<file path="config.mk">
export PLATFORM = sky130hd
export DESIGN_NAME = unsigned_divider_flat
export DESIGN_NICKNAME = d
export VERILOG_FILES = /design/src/rtl/unsigned_divider_if.sv /design/src/rtl/unsigned_divider.sv /design/src/flat_wrapper.sv
export SDC_FILE = /design/constraint.sdc
export NUM_CORES = 1
export LEC_CHECK = 0
export CORE_MARGIN = 2
export CORE_UTILIZATION = 39
export DETAILED_ROUTE_END_ITERATION = 7
export PLACE_DENSITY_LB_ADDON = 0.05
export SLEW_MARGIN = 40
export SYNTH_ARGS = -nofsm -noshare
export SYNTH_HDL_FRONTEND = slang
export SYNTH_SLANG_ARGS = --single-unit
</file>
<file path="constraint.sdc">
create_clock -name clk -period 3.5 [get_ports clk]
set_input_delay 0.7 -clock clk [delete_from_list [all_inputs] [get_ports clk]]
set_output_delay 0.7 -clock clk [all_outputs]
set_load 0.1 [all_outputs]
</file>
<file path="src/rtl/unsigned_divider_if.sv">
// Handshake and operand/result bundle shared by the unsigned divider and its driver.
// The master drives the request side; the slave (the divider) returns the result.
interface unsigned_divider_if #(
  parameter int N = 32
);
  logic         load;
  logic         recieved;
  logic [N-1:0] A;
  logic [N-1:0] B;
  logic         done;
  logic         init;
  logic [N-1:0] Q;
  logic [N-1:0] R;
  logic         div_by_zero;

  modport master (
    output load, recieved, A, B,
    input  done, init, Q, R, div_by_zero
  );

  modport slave (
    input  load, recieved, A, B,
    output done, init, Q, R, div_by_zero
  );
endinterface

</file>
<file path="src/rtl/unsigned_divider.sv">
// Sequential N-bit unsigned restoring divider, one quotient bit per clock,
// with the load/done/recieved/init handshake of the shift-add multiplier.
module unsigned_divider #(
  parameter int N = 32
) (
  input logic               clk,
  input logic               rst_n,
  unsigned_divider_if.slave bus
);
  localparam int CW = (N > 1) ? $clog2(N) : 1;

  typedef enum logic [1:0] {
    IDLE = 2'd0,
    CALC = 2'd1,
    DONE = 2'd2
  } state_t;

  state_t        state_r;
  state_t        state_s;
  logic [N:0]    rem_r;
  logic [N-1:0]  qs_r;
  logic [N-1:0]  d_r;
  logic [CW-1:0] cnt_r;
  logic [N-1:0]  q_r;
  logic [N-1:0]  r_r;
  logic          dbz_r;
  logic          done_r;
  logic          init_r;

  logic [N+1:0]  trial_s;
  logic [N:0]    rem_step_s;
  logic          qbit_s;
  logic          last_s;
  logic          zero_div_s;

  assign last_s     = (cnt_r == CW'(N - 1));
  assign zero_div_s = (d_r == {N{1'b0}});

  // One restoring step: shifted partial remainder minus divisor, restore on borrow.
  // The trial is N+2 bits wide so its top bit is a reliable sign.
  always_comb begin
    trial_s = {rem_r, qs_r[N-1]} - {2'b00, d_r};
    if (trial_s[N+1]) begin
      rem_step_s = {rem_r[N-1:0], qs_r[N-1]};
      qbit_s     = 1'b0;
    end else begin
      rem_step_s = trial_s[N:0];
      qbit_s     = 1'b1;
    end
  end

  // Next-state logic for the IDLE / CALC / DONE controller.
  always_comb begin
    state_s = state_r;
    case (state_r)
      IDLE: begin
        if (bus.load) begin
          state_s = CALC;
        end else begin
          state_s = IDLE;
        end
      end
      CALC: begin
        // A zero divisor spends its single CALC cycle publishing the fixed result.
        if (zero_div_s || last_s) begin
          state_s = DONE;
        end else begin
          state_s = CALC;
        end
      end
      DONE: begin
        if (bus.recieved) begin
          state_s = IDLE;
        end else begin
          state_s = DONE;
        end
      end
      default: state_s = IDLE;
    endcase
  end

  // State register and registered handshake outputs.
  always_ff @(posedge clk) begin
    if (!rst_n) begin
      state_r <= IDLE;
      done_r  <= 1'b0;
      init_r  <= 1'b1;
    end else begin
      state_r <= state_s;
      done_r  <= (state_s == DONE);
      init_r  <= (state_s == IDLE);
    end
  end

  // Operand capture, iterative datapath and result registers.
  always_ff @(posedge clk) begin
    if (!rst_n) begin
      rem_r <= {(N + 1){1'b0}};
      qs_r  <= {N{1'b0}};
      d_r   <= {N{1'b0}};
      cnt_r <= {CW{1'b0}};
      q_r   <= {N{1'b0}};
      r_r   <= {N{1'b0}};
      dbz_r <= 1'b0;
    end else begin
      case (state_r)
        IDLE: begin
          if (bus.load) begin
            rem_r <= {(N + 1){1'b0}};
            qs_r  <= bus.A;
            d_r   <= bus.B;
            cnt_r <= {CW{1'b0}};
          end
        end
        CALC: begin
          if (zero_div_s) begin
            q_r   <= {N{1'b1}};
            r_r   <= qs_r;
            dbz_r <= 1'b1;
          end else begin
            rem_r <= rem_step_s;
            qs_r  <= {qs_r[N-2:0], qbit_s};
            cnt_r <= cnt_r + CW'(1);
            if (last_s) begin
              q_r   <= {qs_r[N-2:0], qbit_s};
              r_r   <= rem_step_s[N-1:0];
              dbz_r <= 1'b0;
            end
          end
        end
        DONE: begin
          cnt_r <= cnt_r;
        end
        default: begin
          cnt_r <= {CW{1'b0}};
        end
      endcase
    end
  end

  assign bus.done        = done_r;
  assign bus.init        = init_r;
  assign bus.Q           = q_r;
  assign bus.R           = r_r;
  assign bus.div_by_zero = dbz_r;

endmodule

</file>
<file path="src/flat_wrapper.sv">
// flat-port wrapper written by rule: the top's interface ports become plain ports
module unsigned_divider_flat 
#(
  parameter int N = 32
)
  (clk, rst_n, bus_load, bus_recieved, bus_A, bus_B, bus_done, bus_init, bus_Q, bus_R, bus_div_by_zero);
  unsigned_divider_if #(.N(N)) bus_i ();
  input logic clk;
  input logic rst_n;
  input wire logic [$bits(bus_i.load)-1:0] bus_load;
  input wire logic [$bits(bus_i.recieved)-1:0] bus_recieved;
  input wire logic [$bits(bus_i.A)-1:0] bus_A;
  input wire logic [$bits(bus_i.B)-1:0] bus_B;
  output wire logic [$bits(bus_i.done)-1:0] bus_done;
  output wire logic [$bits(bus_i.init)-1:0] bus_init;
  output wire logic [$bits(bus_i.Q)-1:0] bus_Q;
  output wire logic [$bits(bus_i.R)-1:0] bus_R;
  output wire logic [$bits(bus_i.div_by_zero)-1:0] bus_div_by_zero;
  assign bus_i.load = bus_load;
  assign bus_i.recieved = bus_recieved;
  assign bus_i.A = bus_A;
  assign bus_i.B = bus_B;
  assign bus_done = bus_i.done;
  assign bus_init = bus_i.init;
  assign bus_Q = bus_i.Q;
  assign bus_R = bus_i.R;
  assign bus_div_by_zero = bus_i.div_by_zero;
  unsigned_divider #(.N(N)) u_core (.clk(clk), .rst_n(rst_n), .bus(bus_i));
endmodule
</file>
Run 1, M3 wires:
The bar under the picture is 50 microns long.
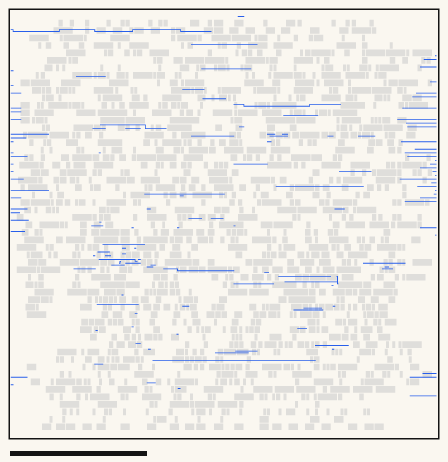
nets with wire on the layer: 101
main direction: horizontal

Run 1, zoomed window:
The bar under the picture is 10 microns long. Region (97, 19) to (137, 59) microns. Cells in gray, sequential cells in the stronger gray; small squares are vias.
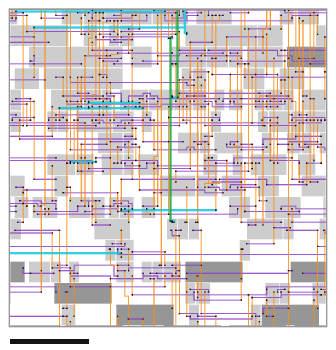
[green] metal 4
[orange] metal 2
[purple] metal 1
[cyan] metal 3
netlist names of flops here include: u_core.d_r (5), u_core.rem_r (1)
sequential cells in the window: 6
cells with their middle in the window: 117
most frequent: nand2_1 (17), inv_1 (12), a21oi_1 (11)

Run 1, congestion heat map:
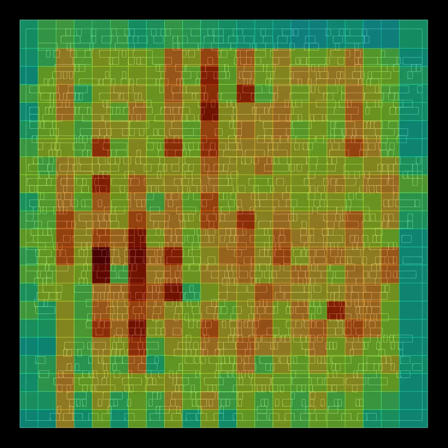
met2 usage: 39.34%
met1 Use GR: 29.71%
GR peak layer: met2
DR WL/cell: 17.75 microns

Run 1, M1 wires:
The bar under the picture is 50 microns long. Supply wires on this layer in gray.
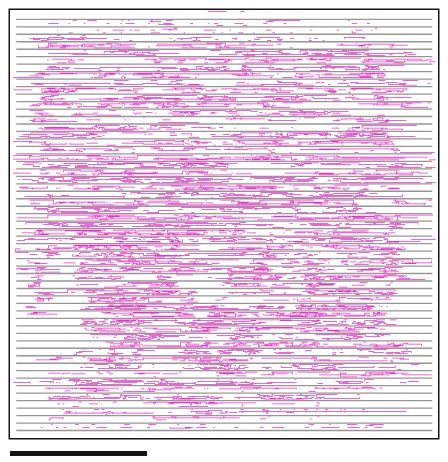
wire length on this layer: 12800 microns
main direction: horizontal
nets with wire on the layer: 1255

==> run 1: worst register-to-register path, stage by stage, from the launching register on <==
cell and delay [ps]:
dfxtp_1 330, inv_1 90, ha_1 170, inv_1 60, fa_1 430, a211oi_1 220
o21ai_1 130, o211ai_1 310, a21boi_2 160, a31oi_1 200, buf_4 150, o31ai_1 100
a2111oi_1 430, buf_4 200, a211oi_1 60, nor4_2 240
==> run 1: state kept, by name, indices dropped and copies added (netlist names), 2 cells and up <==
register and flops:
u_core.bus.R 32, u_core.d_r 32, u_core.cnt_r 5, u_core.rem_r 33, u_core.qs_r 32, u_core.bus.Q 32
u_core.state_r 2
==> run 1: area by class of cell <==
cell class | instances | area, sq um
inverter | 40 | 151.4
multi-input combinational | 870 | 5101
fill | 2288 | 11640
sequential | 171 | 3423
timing repair buffer | 174 | 1354
tap | 285 | 356.6
clock inverter | 14 | 185.2
clock buffer | 18 | 429.2
==> run 1: synth_stat cells (4+ instances only) <==
cell type / n
nor2_1: 110
a31oi_1: 10
o211ai_1: 27
a21o_1: 16
dfxtp_1: 171
nand2b_1: 5
a21oi_1: 101
mux2i_1: 5
or3_1: 6
nor2b_1: 4
nor3_1: 17
nand2_1: 200
o22ai_1: 31
inv_1: 40
xor2_1: 9
o31ai_1: 4
o21a_1: 8
xnor2_1: 15
and3_1: 8
a311oi_1: 34
buf_1: 4
o21ai_1: 46
buf_2: 9
nor4_2: 6
o21ai_0: 34
a211oi_1: 25
nand4_1: 9
nor4_1: 11
clkbuf_1: 72
nand3_1: 47
ha_1: 34
==> run 1: cell families (layout without fill, tap and decap cells) <==
| kind of cell | Yosys count | after routing | synth area share, % |
|---|---|---|---|
| AND/OR/NAND/NOR | 434 | 434 | 21.36 |
| buffers and inverters | 129 | 246 | 5.813 |
| XOR/XNOR | 24 | 24 | 2.342 |
| adder cells (fa/ha/maj) | 35 | 35 | 4.962 |
| multiplexers | 5 | 5 | 0.5576 |
| AND-OR/OR-AND | 372 | 372 | 26.83 |
| flip-flops | 171 | 171 | 38.14 |
==> run 1: timing repair <==
action                                 CTS  global route
setup endpoints to repair                0            32
resized                                  0            10
endpoints found under the hold margin    0             0
buffers inserted                         0             1
==> run 1: worst paths after layout <==
path,endpoint,slack [ps]
worst max-delay path,u_core.bus.R[28]$_SDFFE_PN0P_,160
worst min-delay path,u_core.bus.div_by_zero$_SDFFE_PN0P_,460
worst max register to register,u_core.bus.R[28]$_SDFFE_PN0P_,160
worst min register to register,u_core.bus.div_by_zero$_SDFFE_PN0P_,460
==> run 1: stage by stage <==
stage / total power, mW / instance area, sq um
2_1_floorplan: 6.359 / 8976
3_3_place_gp: 7.910 / 10610
3_5_place_dp: 7.875 / 10330
4_1_cts: 9.919 / 10940
5_1_grt: 10.76 / 11000
6_report: 10.03 / 11000
==> run 1: power by group through the flow <==
| stage | clock network (mW) | registers [mW] | logic, mW |
|---|---|---|---|
| after floorplan | 0 | 2.38 | 3.97 |
| after global placement | 0 | 2.42 | 5.49 |
| after detailed placement | 0 | 2.42 | 5.45 |
| after CTS | 2.05 | 2.38 | 5.49 |
| after global routing | 2.13 | 2.40 | 6.23 |
| final | 2.02 | 2.38 | 5.64 |
==> results.json, run 1 <==
{
  "ys_cells": 1170,
  "clkTransAtPathRegs_ps": 70,
  "tightestPinTransition_ps": 801.9,
  "coreArea_sq_mm": 0.02264,
  "slowest_stage": "fa_1",
  "fmax_mhz": 299.5,
  "nNetsFinal": 1377,
  "relSlewSlack_pct": 46.53,
  "crit_type": "flop to flop",
  "dieArea_sq_mm": 0.02425,
  "firstDrtPassIters": 6,
  "tool_warnings": 26,
  "clock_tree.buffer_depth": 2,
  "yosysWarnings": 0,
  "p_sw_share_pct": 44.42,
  "io_buffers": 134,
  "antenna_left": 0,
  "avgViaCountPerCell": 5.604,
  "io_pins": 135,
  "dr_wl_met3_microns": 967,
  "ff_type": "dfxtp_1",
  "power_frac_seq_pct": 23.7,
  "comb_power_share_pct": 56.2,
  "edf_count": 0,
  "grt_first_pass_wirelength_mm": 44.64,
  "dp_hpwl_mm": 20.16,
  "syn-cell-area_sq_mm": 0.008976,
  "finalCriticalPeriod_ps": 3339,
  "synth_top_area_share_pct": 38.14,
  "p_leak_nw": 4.381,
  "fin_util_pct": 48.59,
  "topCellsByArea": "dfxtp_1 38%, nand2_1 8.4%, a21oi_1 5.6%, ha_1 4.7%, nor2_1 4.6%",
  "crit_fanout": 5,
  "hold_class": "flop to flop",
  "lay_top_cells": "199 x nand2_1, 171 x dfxtp_1, 108 x nor2_1, 100 x a21oi_1, 66 x clkdlybuf4s50_1",
  "r2r_cells": 15,
  "netlist_instances": 1170,
  "worstSetupStartpointType": "flop",
  "yosys.area.top_type": "dfxtp_1",
  "area_growth_syn_to_layout_pct": 22.55,
  "n_antenna_cell": 0,
  "met1Wirelength_mm": 12.76,
  "syn_avg_cell_area_sq_um": 7.672,
  "gp_congestion": 0.9304,
  "yosysUniqueCellTypes": 68,
  "clock_latency_ps": 430,
  "holdWs_ps": 457.0,
  "worstPathArrival_ps": 3680,
  "die_h_microns": 155.7,
  "routed_wl_mm": 27.90,
  "end_kind": "flop",
  "finalHoldViolations": 0,
  "grt_usage_pct": 23.05,
  "period_used_pct": 95.39,
  "dp_cells": 1539,
  "floorplan.core_util_pct": 39.65,
  "status": "complete, no violations",
  "powerDensity_mw_per_mm2": 912.2,
  "path_buffers": 4,
  "final_common_cell": "nand2_1",
  "slew_viol_final": 0,
  "worstPathCellList": "inv_1 -> ha_1 -> inv_1 -> fa_1 -> a211oi_1 -> o21ai_1 -> o211ai_1 -> a21boi_2 -> a31oi_1 -> buf_4 -> o31ai_1 -> a2111oi_1 -> buf_4 -> a211oi_1 -> nor4_2",
  "path_depth": 15,
  "cts_root_buf": "clkbuf_16",
  "fp.dieW_microns": 155.7,
  "critPathMaxStageDelay_ps": 430,
  "cp_top_family": "AND-OR/OR-AND gates",
  "dr_wl_met2_mm": 13.46,
  "finalSetupViolations": 0,
  "drc": 0,
  "crit_start": "u_core.qs_r[31]$_SDFFE_PN0P_",
  "worstReg2RegStart": "u_core.qs_r[31]$_SDFFE_PN0P_",
  "synth-async-reset-ratio_pct": 0,
  "cts_hold_buf": 0,
  "cts_buffers": 17,
  "cts_tree": "built",
  "min_path_cells": 2,
  "drt_iter0_markers": 438,
  "drive_gt1_share_pct": 13.05,
  "vias": 8809,
  "ir_drop_v": 0.0005137,
  "cp.required_ps": 3850,
  "grt_use_met3_pct": 3.833,
  "synth_chip_area_sq_mm": 0.008976,
  "power.internal_mw": 5.577,
  "cts.sinks": 171,
  "ys.flops": 171,
  "rows": 55,
  "layout_setup_ws_ps": 161.2,
  "hold_start": "u_core.bus.div_by_zero$_SDFFE_PN0P_",
  "synth_nets": 1273,
  "p_clk_share_pct": 20.1,
  "overflow": 0,
  "grt_start_max_net_pins": 86,
  "h-tree-depth": 4,
  "antenna_found_initial": 0,
  "setup-tns-final_ps": 0,
  "pre_cts_slack_ps": 103.0,
  "grt_pass1_vias": 8451,
  "p_switching_mw": 4.458,
  "maxCapViolations": 0,
  "fin_skew_ps": 6.533
}
==> run 1 -> run 2 <==
--- a/config.mk
+++ b/config.mk
@@ -8,6 +8,7 @@
 export CORE_MARGIN = 2
 export CORE_UTILIZATION = 39
 export DETAILED_ROUTE_END_ITERATION = 7
+export HOLD_SLACK_MARGIN = 0.12
 export PLACE_DENSITY_LB_ADDON = 0.05
 export SLEW_MARGIN = 40
 export SYNTH_ARGS = -nofsm -noshare
Run 2, congestion heat map:
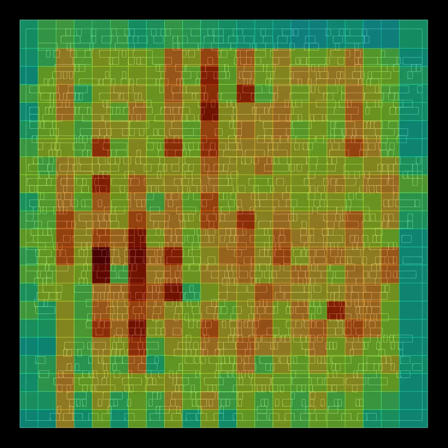
Total GRT Usage: 23.05%
global routing usage on met3: 3.833%

==> run 2 against run 1 <==
Compared with the run above:
- global-route usage unchanged
- clock skew unchanged
- worst setup slack unchanged
- largest cell class unchanged
- clock power about the same
- synthesized cell count unchanged
- highest routed layer unchanged
==> results.json, run 2 <==
{
  "worstPathArrival_ps": 3680,
  "coreArea_sq_mm": 0.02264,
  "grt_first_pass_wirelength_mm": 44.64,
  "worstSetupStartpointType": "flop",
  "antenna_left": 0,
  "cp.required_ps": 3850,
  "rows": 55,
  "finalHoldViolations": 0,
  "worstHoldEndpoint": "u_core.bus.div_by_zero$_SDFFE_PN0P_",
  "status": "complete, no violations",
  "vias": 8809,
  "final_common_cell": "nand2_1",
  "lay_top_cells": "199 x nand2_1, 171 x dfxtp_1, 108 x nor2_1, 100 x a21oi_1, 66 x clkdlybuf4s50_1",
  "r2r_slack_ps": 160,
  "yosysWarnings": 0,
  "avgViaCountPerCell": 5.604,
  "die_h_microns": 155.7,
  "dieArea_sq_mm": 0.02425,
  "overflow": 0,
  "cts_buffers": 17,
  "maxCapViolations": 0,
  "clkTransAtPathRegs_ps": 70,
  "finalSetupViolations": 0,
  "synth-async-reset-ratio_pct": 0,
  "dp_hpwl_mm": 20.16,
  "fp.dieW_microns": 155.7,
  "gp_congestion": 0.9304,
  "area_growth_syn_to_layout_pct": 22.55,
  "nNetsFinal": 1377,
  "topCellsByArea": "dfxtp_1 38%, nand2_1 8.4%, a21oi_1 5.6%, ha_1 4.7%, nor2_1 4.6%",
  "synth.most_common_cell": "nand2_1",
  "fin_skew_ps": 6.533,
  "wl_per_cell_microns": 17.75,
  "tool_warnings": 26,
  "yosys.area.top_type": "dfxtp_1",
  "worstReg2RegStart": "u_core.qs_r[31]$_SDFFE_PN0P_",
  "end_kind": "flop",
  "antenna_found_initial": 0,
  "crit_type": "flop to flop",
  "drive_gt1_share_pct": 13.05,
  "pre_cts_slack_ps": 103.0,
  "layout_setup_ws_ps": 161.2,
  "yosysUniqueCellTypes": 68,
  "edf_count": 0,
  "regMostFlops": "u_core.rem_r",
  "synth_nets": 1273,
  "powerDensity_mw_per_mm2": 912.2,
  "crit_fanout": 5,
  "finalInstanceArea_sq_mm": 0.01100,
  "h-tree-depth": 4,
  "clock_latency_ps": 430,
  "setup-tns-final_ps": 0,
  "fmax_mhz": 299.5,
  "cts_hold_buf": 0,
  "r2r_cells": 15,
  "floorplan.core_util_pct": 39.65,
  "period_used_pct": 95.39,
  "hold_start": "u_core.bus.div_by_zero$_SDFFE_PN0P_",
  "io_pins": 135,
  "hold_class": "flop to flop",
  "synth_chip_area_sq_mm": 0.008976,
  "min_path_cells": 2,
  "syn-cell-area_sq_mm": 0.008976,
  "ys_cells": 1170,
  "dpl_cell_area_sq_mm": 0.01033,
  "synthTopCellsByCount": "200 x nand2_1, 171 x dfxtp_1, 110 x nor2_1, 101 x a21oi_1, 72 x clkbuf_1",
  "n_antenna_cell": 0,
  "slew_viol_final": 0,
  "finalCriticalPeriod_ps": 3339,
  "netlist_instances": 1170,
  "cts_root_buf": "clkbuf_16",
  "tightestPinTransition_ps": 801.9,
  "grt_start_max_net_pins": 86,
  "p_leak_nw": 4.381,
  "clock_tree.buffer_depth": 2,
  "cts_tree": "built",
  "grt_pass1_vias": 8451,
  "ys.flops": 171,
  "synth_top_area_share_pct": 38.14,
  "dp_cells": 1539,
  "r2r-end": "u_core.bus.R[28]$_SDFFE_PN0P_",
  "ff_type": "dfxtp_1",
  "largest_register_ffs": 33,
  "routed_wl_mm": 27.90,
  "ir_drop_v": 0.0005137,
  "firstDrtPassIters": 6,
  "drt_iter0_markers": 438,
  "relSlewSlack_pct": 46.53
}
Run 2, M1 wires:
The bar under the picture is 50 microns long. Supply wires on this layer in gray.
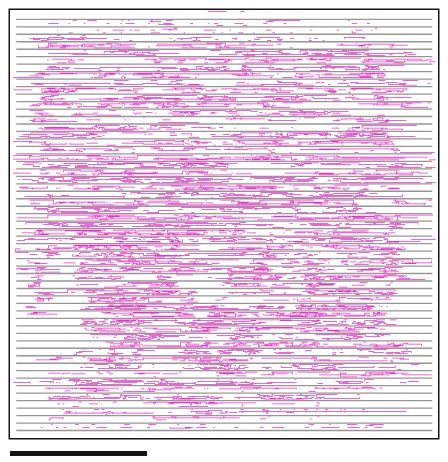
nets with wire on the layer: 1255
main direction: horizontal
wire length on this layer: 12800 microns
longest straight run: 60.7 microns
share of all routed wire: 46%

[run 2: timing repair]
| action | CTS | global route |
|---|---|---|
| buffers inserted | 0 | 1 |
| gates resized | 0 | 10 |
| endpoints found under the setup margin | 0 | 32 |
[run 2: area by class of cell]
class / instances / area, sq um
well taps: 285 / 356.6
flip-flops and latches: 171 / 3423
fillers: 2288 / 11640
repair buffers: 174 / 1354
inverters: 40 / 151.4
clock buffers: 18 / 429.2
multi-input cells: 870 / 5101
clock inverters: 14 / 185.2
[run 2: worst max-delay path by stage]
| stage | start | end | slack (ps) |
|---|---|---|---|
| 3_5_place_dp | u_core.d_r[1]$_SDFFE_PN0P_ | u_core.bus.R[26]$_SDFFE_PN0P_ | 100 |
| 6_report | u_core.qs_r[31]$_SDFFE_PN0P_ | u_core.bus.R[28]$_SDFFE_PN0P_ | 160 |
| 2_1_floorplan | u_core.d_r[8]$_SDFFE_PN0P_ | u_core.rem_r[27]$_SDFFE_PN0P_ | 490 |
| 4_1_cts | u_core.d_r[1]$_SDFFE_PN0P_ | u_core.bus.R[26]$_SDFFE_PN0P_ | 50 |
| 3_3_place_gp | u_core.d_r[1]$_SDFFE_PN0P_ | u_core.bus.R[26]$_SDFFE_PN0P_ | 160 |
| 5_1_grt | u_core.qs_r[31]$_SDFFE_PN0P_ | u_core.bus.R[28]$_SDFFE_PN0P_ | -6 |
[run 2: critical path: stages (launching register included)]
cell and delay (ps):
dfxtp_1 330, inv_1 90, ha_1 170, inv_1 60
fa_1 430, a211oi_1 220, o21ai_1 130, o211ai_1 300
a21boi_2 160, a31oi_1 200, buf_4 150, o31ai_1 100
a2111oi_1 430, buf_4 200, a211oi_1 60, nor4_2 240
[run 2: stage by stage]
stage / hold WS (ps) / total power, mW / util (%)
floorplan: 440.2 / 6.359 / -
global placement: 448.5 / 7.910 / 46.85
detailed placement: 446.9 / 7.875 / 45.61
CTS: 462.3 / 9.919 / 48.33
global route: 475.1 / 10.76 / 48.59
finish: 457.0 / 10.03 / 48.59
[run 2: logic make-up after synthesis]
| logic type | Yosys count | share of synthesized area (%) |
|---|---|---|
| and+or+nand+nor | 434 | 21.36 |
| AOI/OAI and AO/OA | 372 | 26.83 |
| DFF | 171 | 38.14 |
| buffers and inverters | 129 | 5.813 |
| adders and majority gates | 35 | 4.962 |
| xor gates and xnor gates | 24 | 2.342 |
| muxes | 5 | 0.5576 |
[run 2: power breakdown]
group,switching [mW],internal [mW],total (mW)
Clock,0.874,1.14,2.02
Sequential,0.234,2.14,2.38
Combinational,3.35,2.29,5.64
Total,4.46,5.58,10.0
[run 2: metal layers]
metal  GRT usage, %  up-vias  wire, microns
li1               -     4418              -
met4          7.471        0            709
met2          39.34      179          13460
met3          3.833       42            967
met5              0        -              0
met1          29.71     4170          12760
No activity file was given, so power comes from the tool's default toggle rates.
